`config.mk`:
```
export PLATFORM = sky130hd
export DESIGN_NAME = mem_stage
export DESIGN_NICKNAME = d
export VERILOG_FILES = /design/src/rtl/mem_stage.sv
export SDC_FILE = /design/constraint.sdc
export NUM_CORES = 1
export LEC_CHECK = 0
export ABC_AREA = 1
export CELL_PAD_IN_SITES_DETAIL_PLACEMENT = 1
export CELL_PAD_IN_SITES_GLOBAL_PLACEMENT = 1
export CORE_UTILIZATION = 30
export CTS_CLUSTER_SIZE = 8
export DETAILED_ROUTE_END_ITERATION = 10
export GPL_ROUTABILITY_DRIVEN = 0
export PLACE_DENSITY = 0.92
export SYNTH_ARGS = -nofsm -noshare
export SYNTH_HDL_FRONTEND = slang
export SYNTH_SLANG_ARGS = --single-unit
export TNS_END_PERCENT = 1
```
`constraint.sdc`:
```
create_clock -name CLOCK -period 2.6 [get_ports CLOCK]
set_input_delay 0.39 -clock CLOCK [delete_from_list [all_inputs] [get_ports CLOCK]]
set_output_delay 0.39 -clock CLOCK [all_outputs]
set_load 0.005 [all_outputs]
```
`src/rtl/mem_stage.sv`:
```
// Memory-access pipeline stage: data-memory loads/stores over a req/ack handshake,
// beq/bne branch resolution, write-back select and the MEM/WB boundary register.
//
// state  | meaning
// -------+--------------------------------------------------------------
// S_IDLE | no access outstanding; issues a memop or passes ALU/link data
// S_WAIT | request held on the bus until the single-cycle ack arrives
module mem_stage #(
   parameter int WAITCNT_W = 16
) (
   input  logic                 CLOCK,
   input  logic                 RESET_N,
   input  logic                 RegWriteEN_In,
   input  logic [1:0]           Mem2RegSEL_In,
   input  logic                 MemWriteEN_In,
   input  logic                 Beq_In,
   input  logic                 Bne_In,
   input  logic                 ZeroFlag_In,
   input  logic [31:0]          ALUResult_In,
   input  logic [31:0]          WriteData_In,
   input  logic [4:0]           RegWBAddr_In,
   input  logic [31:0]          PC_In,
   output logic                 DMemReq,
   output logic                 DMemWE,
   output logic [31:0]          DMemAddr,
   output logic [31:0]          DMemWData,
   input  logic [31:0]          DMemRData,
   input  logic                 DMemAck,
   output logic                 Stall_Out,
   output logic                 BranchTaken_Out,
   output logic [31:0]          BranchTarget_Out,
   output logic                 MisalignErr_Out,
   output logic                 RegWriteEN_Out,
   output logic [4:0]           RegWBAddr_Out,
   output logic [31:0]          WBData_Out,
   output logic [WAITCNT_W-1:0] WaitCount_Out
);

   typedef enum logic {
      S_IDLE = 1'b0,
      S_WAIT = 1'b1
   } state_t;

   localparam logic [WAITCNT_W-1:0] WC_ONE = {{(WAITCNT_W-1){1'b0}}, 1'b1};

   state_t      state, state_nxt;
   logic        memop;
   logic        misalign;
   logic        issue;
   logic        mis_nxt;
   logic        wc_inc;
   logic        wb_en_nxt;
   logic [31:0] wb_data_nxt;
   logic [31:0] alu_or_link;

   assign memop       = MemWriteEN_In | (Mem2RegSEL_In == 2'b01);
   assign misalign    = memop & (ALUResult_In[1:0] != 2'b00);
   assign alu_or_link = (Mem2RegSEL_In == 2'b10) ? PC_In : ALUResult_In;

   // Branch redirect is purely combinational; a branch never coincides with a stall.
   assign BranchTaken_Out  = (Beq_In & ZeroFlag_In) | (Bne_In & ~ZeroFlag_In);
   assign BranchTarget_Out = PC_In;

   // Request follows the state register so an async reset drops it at once.
   assign DMemReq = (state == S_WAIT);

   always_comb begin
      state_nxt   = state;
      Stall_Out   = 1'b0;
      issue       = 1'b0;
      mis_nxt     = 1'b0;
      wc_inc      = 1'b0;
      wb_en_nxt   = 1'b0;
      wb_data_nxt = alu_or_link;
      case (state)
         S_IDLE: begin
            if (misalign) begin
               mis_nxt = 1'b1;
            end else if (memop) begin
               Stall_Out = 1'b1;
               issue     = 1'b1;
               state_nxt = S_WAIT;
            end else begin
               wb_en_nxt = RegWriteEN_In;
            end
         end
         S_WAIT: begin
            if (DMemAck) begin
               wb_en_nxt   = RegWriteEN_In;
               wb_data_nxt = DMemWE ? ALUResult_In : DMemRData;
               state_nxt   = S_IDLE;
            end else begin
               Stall_Out = 1'b1;
               wc_inc    = 1'b1;
            end
         end
         default: state_nxt = S_IDLE;
      endcase
   end

   always_ff @(posedge CLOCK or negedge RESET_N) begin
      if (!RESET_N) begin
         state <= S_IDLE;
      end else begin
         state <= state_nxt;
      end
   end

   always_ff @(posedge CLOCK or negedge RESET_N) begin
      if (!RESET_N) begin
         DMemWE    <= 1'b0;
         DMemAddr  <= 32'h0;
         DMemWData <= 32'h0;
      end else if (issue) begin
         DMemWE    <= MemWriteEN_In;
         DMemAddr  <= {ALUResult_In[31:2], 2'b00};
         DMemWData <= WriteData_In;
      end
   end

   // MEM/WB has no enable: stalls and misaligned accesses load bubbles.
   always_ff @(posedge CLOCK or negedge RESET_N) begin
      if (!RESET_N) begin
         RegWriteEN_Out  <= 1'b0;
         RegWBAddr_Out   <= 5'd0;
         WBData_Out      <= 32'h0;
         MisalignErr_Out <= 1'b0;
      end else begin
         RegWriteEN_Out  <= wb_en_nxt;
         RegWBAddr_Out   <= RegWBAddr_In;
         WBData_Out      <= wb_data_nxt;
         MisalignErr_Out <= mis_nxt;
      end
   end

   always_ff @(posedge CLOCK or negedge RESET_N) begin
      if (!RESET_N) begin
         WaitCount_Out <= '0;
      end else if (wc_inc && (WaitCount_Out != {WAITCNT_W{1'b1}})) begin
         WaitCount_Out <= WaitCount_Out + WC_ONE;
      end
   end

endmodule

```
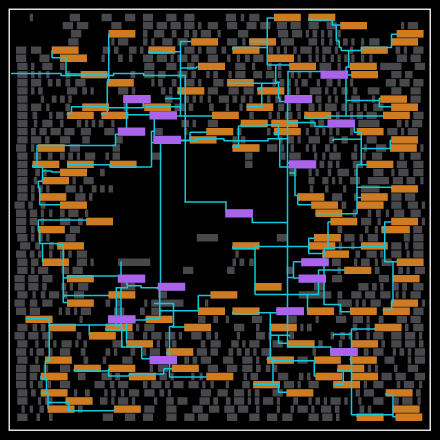
Run 1: clock wires, drivers and flops
(3 px per um)
[orange] flip-flops | count: 119
[cyan] clock wires | length: 1,900 um
[purple] clock-net drivers | count: 17
routed clock nets: 18
clk_skew: 0.00705 ns
clk pwr: 0.00244 W
Clock power frac: 0.374
Clk Latency, worst-skew pair: 0.41 ns

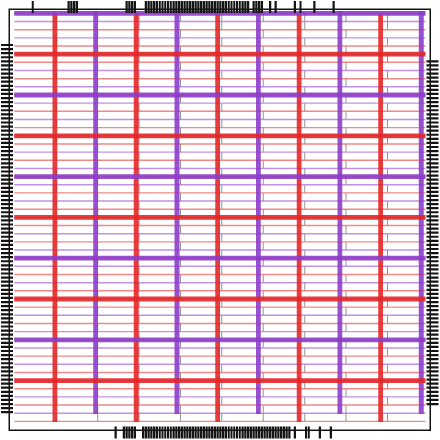
Run 1: floorplan with the power grid
(3 px per um) Pins as bars on the die edge. Tap cells in grey.
[purple] VDD
[red] VSS
met5 straps: 10
rows: 50
maximum vdd ir drop: 361 uV
Core Box Area: 0.0186 mm^2
DIE WIDTH: 140 um

==> flow_summary_export.csv, run 1 <==
group,metric,value,unit
worst_setup_path,critPathCapture,"Stall_Out",
drt,drt_wl_total,20200,um
clock_tree,cts_sinks,119,
worst_setup_path,cp_common_cell,"clkdlybuf4s50_1",
clock_tree,cts_hold_buf,1,
finish,final_common_cell,"clkdlybuf4s50_1",
logic_synthesis,topCellsByArea,"dfrtp_1 (52%), nand2_1 (12%), o21ai_0 (6.0%), inv_1 (5.1%), buf_4 (4.5%)",
logic_synthesis,yosys.cell_types.count,31,
power,pwr-share-comb,0.259,
logic_synthesis,ys_cells,670,
worst_setup_path,setup.worst_path.start_class,"input port",
timing,finalMaxSlewViolations,0,
power,switching_power,0.00180,W
logic_synthesis,postSynthSeqShare,0.522,
logic_synthesis,yosysMostFrequentCell,"nand2_1",
worst_setup_path,rr_endpoint,"WaitCount_Out[6]",
worst_setup_path,reg2reg_depth,8,
timing,whs,0.420,ns
worst_setup_path,cp_slowest_stage_delay,0.51,ns
logic_synthesis,synth_flops,119,
worst_setup_path,path_delay_family,"buffers and inverters",
clock_tree,cts_setup_buffers,0,
drt,drc,0,
finish,final_core_util,0.497,
timing,slew_headroom,0.653,
clock_tree,cts_buffer_depth,2,
power,p_seq,0.00239,W
power,power-top-group,"the clock network",
logic_synthesis,synth-edff-count,0,
timing,rsz0062_at_grt,"no",
flow_run,drv_cap,0,
placed_design,place_ws,0.310,ns
floorplan,rows,50,
power,totalPowerFinal,0.00651,W
power,p_int,0.00471,W
finish,final_cells,1176,
clock_tree,cts_buffers,17,
logic_synthesis,syn_avg_cell_area,8.51,um^2
worst_setup_path,arrival,1.88,ns
logic_synthesis,syn_inst,670,
finish,top_regs,"DMemWData x32, WBData_Out x32, DMemAddr x30",
worst_hold_path,hold_path_depth,1,
finish,n_antenna_cell,0,
logic_synthesis,async_flop_share,1.00,
grt,overflow,0,
timing,fmax,441,MHz
clock_tree,cts_root_buffer,"clkbuf_16",
run_status,status,"complete, no violations",
worst_setup_path,crit_start,"Mem2RegSEL_In[0]",
logic_synthesis,synth_area_leader_cell,"dfrtp_1",
flow_run,warnings,28,
grt,grt_pass1_vias,6021,
logic_synthesis,synth_top_area_share,0.522,
worst_setup_path,end_kind,"output pin",
worst_hold_path,min-delay-start,"RegWBAddr_In[0]",
worst_setup_path,ff2ff_setup_slack,0.96,ns
timing,tightest_slew,0.520,ns
grt,grt_usage,0.212,
clock_tree,clk_pin_slew,0.06,ns
placed_design,dp_hpwl,15100,um
power,swShare,0.277,
worst_setup_path,worst-setup-path-type,"in2out",
floorplan,die-area,0.0196,mm^2
floorplan,ios,298,
placed_design,numPlacedInstances,1143,
logic_synthesis,synthesis.area,0.00570,mm^2
worst_setup_path,crit_slowest_cell,"clkdlybuf4s50_1",
clock_tree,h-tree-depth,4,
power,seqPwrFrac,0.367,
timing,fin_tns_setup,0,ns
finish,nNetsFinal,1073,
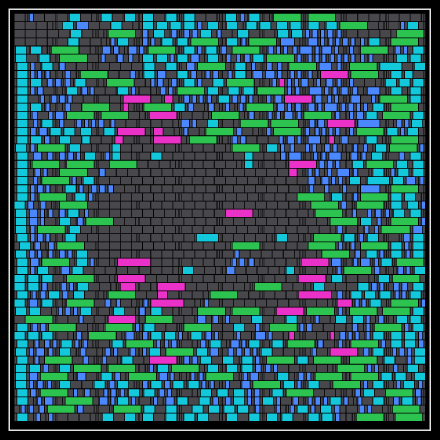
Run 1: placement by cell class
(3 px per um) Fill, decap, tap and diode cells in grey.
[blue] remaining logic cells | cells: 486
[magenta] clock drivers and dummy loads | cells: 32
[cyan] remaining buffers and delay cells | cells: 305
[green] registers | cells: 119

[run 1: cells by family (layout without fill, tap and decap cells)]
group | Yosys count | in the layout | synth area share
flops | 119 | 119 | 0.522
mux | 1 | 1 | 0.00198
fa+ha+maj | 1 | 1 | 0.00219
buf+inv | 149 | 420 | 0.129
compound gates | 171 | 171 | 0.166
simple gates | 223 | 223 | 0.171
other cells | 1 | 2 | 0.000658
xor+xnor | 5 | 5 | 0.00768
[run 1: layout make-up]
type,count,area (um^2)
multi-input cells,403,2000
inverters,83,312
clock inverters,12,150
well taps,234,293
clock buffers,20,457
fillers,2140,9380
flip-flops and latches,119,2980
repair buffers,305,3070
[run 1: routing by layer]
layer,global-route usage,wire length (um)
met1,0.226,7770
met2,0.376,10200
met3,0.0740,1590
met4,0.0960,554
met5,0,8
==> run 2, diff against run 1 <==
GPL_TIMING_DRIVEN = 0   (was unset)
TNS_END_PERCENT = 20   (was 1)
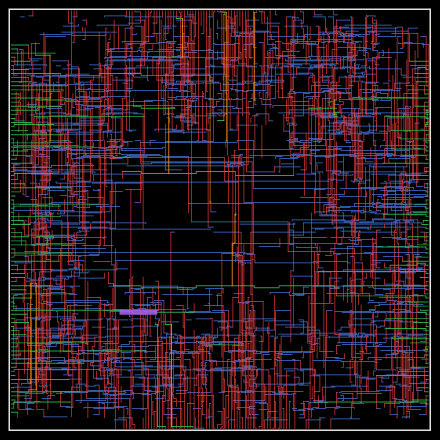
Run 2: routed metal, one colour a layer
(3 px per um)
[blue] M1 | wire length: 8,620 um
[green] M3 | wire length: 1,720 um
[orange] M4 | wire length: 380 um
[red] M2 | wire length: 11,800 um
[purple] M5 | wire length: 11.0 um

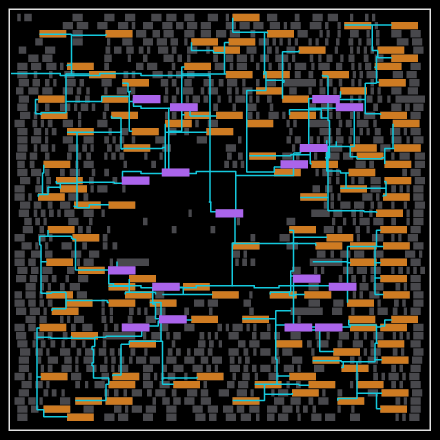
Run 2: clock wires, drivers and flops
(3 px per um)
[cyan] clock wires | length: 1,960 um
[purple] clock-net drivers | count: 17
[orange] flip-flops | count: 119
flops lie: widely spread
routed clock nets: 18
Clock power frac: 0.392
clk pwr: 0.00267 W
clk_skew: 0.00749 ns

==> flow_summary_export.csv, run 2 <==
group,metric,value,unit
run_status,status,"complete, no violations",
placed_design,place_ws,-0.321,ns
clock_tree,cts_buffers,17,
worst_setup_path,arrival,2.08,ns
grt,grt_usage,0.239,
worst_setup_path,rr_endpoint,"WaitCount_Out[6]",
logic_synthesis,synthesis.area,0.00570,mm^2
logic_synthesis,synth_flops,119,
finish,clockNetworkAreaShare,0.0683,
floorplan,die-area,0.0196,mm^2
logic_synthesis,synth-edff-count,0,
timing,rsz0062_at_grt,"no",
drt,drc,0,
finish,sh_seq_area,0.308,
drt,wl_met1,8620,um
drt,drt_wl_total,22500,um
timing,fin_tns_setup,0,ns
worst_setup_path,ff2ff_setup_slack,0.94,ns
finish,final_common_cell,"clkdlybuf4s50_1",
drt,drtAntennaViolNets,0,
logic_synthesis,ys_sh_xor,0.00768,
logic_synthesis,postSynthSeqShare,0.522,
timing,slew_headroom,0.595,
grt,overflow,0,
finish,n_antenna_cell,0,
finish,fill_cells,2154,
finish,nClkBuffers,18,
flow_run,warnings,26,
clock_tree,cts_buffer_depth,2,
worst_hold_path,hold_path_depth,1,
timing,tightest_slew,0.607,ns
logic_synthesis,ys_cells,670,
finish,logic_area,0.00200,mm^2
logic_synthesis,top_logic_kind,"simple AND/OR/NAND/NOR gates",
floorplan,die_x,140,um
worst_setup_path,setup.worst_path.start_class,"input port",
worst_setup_path,cp_slowest_stage_delay,0.53,ns
logic_synthesis,common_cells,"nand2_1 (179), dfrtp_1 (119), inv_1 (78)",
logic_synthesis,ys_sh_simple,0.171,
finish,inverters,83,
logic_synthesis,fa_ha_area_frac,0.00219,
logic_synthesis,synth_top_area_share,0.522,
power,totalPowerFinal,0.00682,W
worst_setup_path,cp_common_cell,"clkdlybuf4s50_1",
floorplan,ios,298,
finish,nNetsFinal,1132,
drt,dr_wl_met3,1720,um
floorplan,rows,50,
timing,whs,0.421,ns
timing,finalMaxSlewViolations,0,
drt,route.met2.wl,11800,um
worst_setup_path,crit_start,"Mem2RegSEL_In[0]",
worst_hold_path,min-delay-start,"RegWBAddr_In[2]",
finish,top_regs,"DMemWData x32, WBData_Out x32, DMemAddr x30",
clock_tree,clock_latency,0.41,ns
worst_setup_path,critPathCapture,"Stall_Out",
logic_synthesis,ys_sh_aoi,0.166,
finish,multi_input_comb_cells,403,
logic_synthesis,topCellsByArea,"dfrtp_1 (52%), nand2_1 (12%), o21ai_0 (6.0%), inv_1 (5.1%), buf_4 (4.5%)",
logic_synthesis,yosysMostFrequentCell,"nand2_1",
logic_synthesis,async_flop_share,1.00,
clock_tree,clk_pin_slew,0.06,ns
finish,largest_class,"non-clock buffers",
finish,flops,119,
drt,highest_layer,"met5",
floorplan,fp.coreArea,0.0186,mm^2
worst_setup_path,reg2reg_depth,8,
worst_setup_path,path_delay_family,"buffers and inverters",
worst_setup_path,worst-setup-path-type,"in2out",
logic_synthesis,yosys.cell_types.count,31,
clock_tree,cts_sinks,119,
flow_run,drv_cap,0,
finish,num-nonclk-buffers,364,
timing,fmax,406,MHz
logic_synthesis,syn_avg_cell_area,8.51,um^2
finish,sh_comb_area,0.207,
floorplan,nWellTaps,234,
power,vdd_drop_max,420,uV
grt,grt_pass1_vias,6647,
clock_tree,cts_root_buffer,"clkbuf_16",
logic_synthesis,ys_sh_mux,0.00198,
clock_tree,h-tree-depth,4,
placed_design,dp_hpwl,17300,um
logic_synthesis,synth_area_leader_cell,"dfrtp_1",
finish,nonClkBufAreaFrac,0.354,
worst_setup_path,crit_slowest_cell,"clkdlybuf4s50_1",
logic_synthesis,syn_inst,670,
grt,use_met2,0.440,
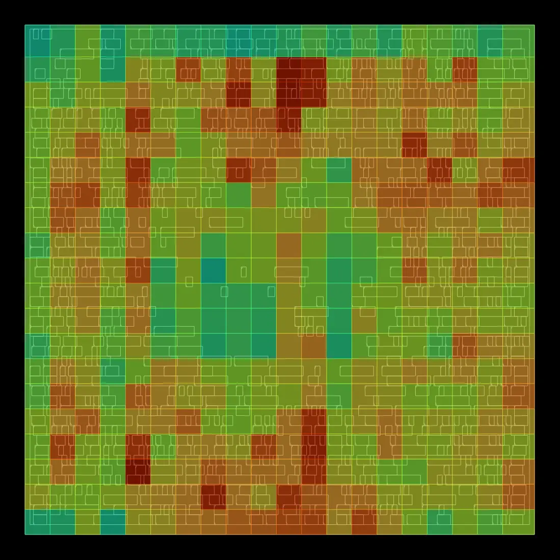
Run 2: track usage over the die
final core occ: 0.519
GR peak layer: met2
met1 Usage GRT: 0.256
met3 usage: 0.0791

## run 2: what timing repair did
item,CTS,global route
buffers inserted,1,0
hold buffers,1,0
endpoints found under the hold margin,48,0
setup endpoints to repair,1,0
resized,4,0
## run 2: where the power goes
part	total, W	switching, W	internal (W)
clock network	0.00267	0.000937	0.00174
logic	0.00178	0.000752	0.00103
registers	0.00237	0.000198	0.00217
total	0.00682	0.00189	0.00493
## run 2: per-stage QoR
step | utilization | cell area [um^2] | std cells
2_1_floorplan | - | 5700 | 671
3_3_place_gp | 0.480 | 8950 | 1200
3_5_place_dp | 0.482 | 8980 | 1201
4_1_cts | 0.519 | 9670 | 1235
5_1_grt | 0.519 | 9670 | 1235
6_report | 0.519 | 9670 | 1235
Power and IR drop assume default switching activity.
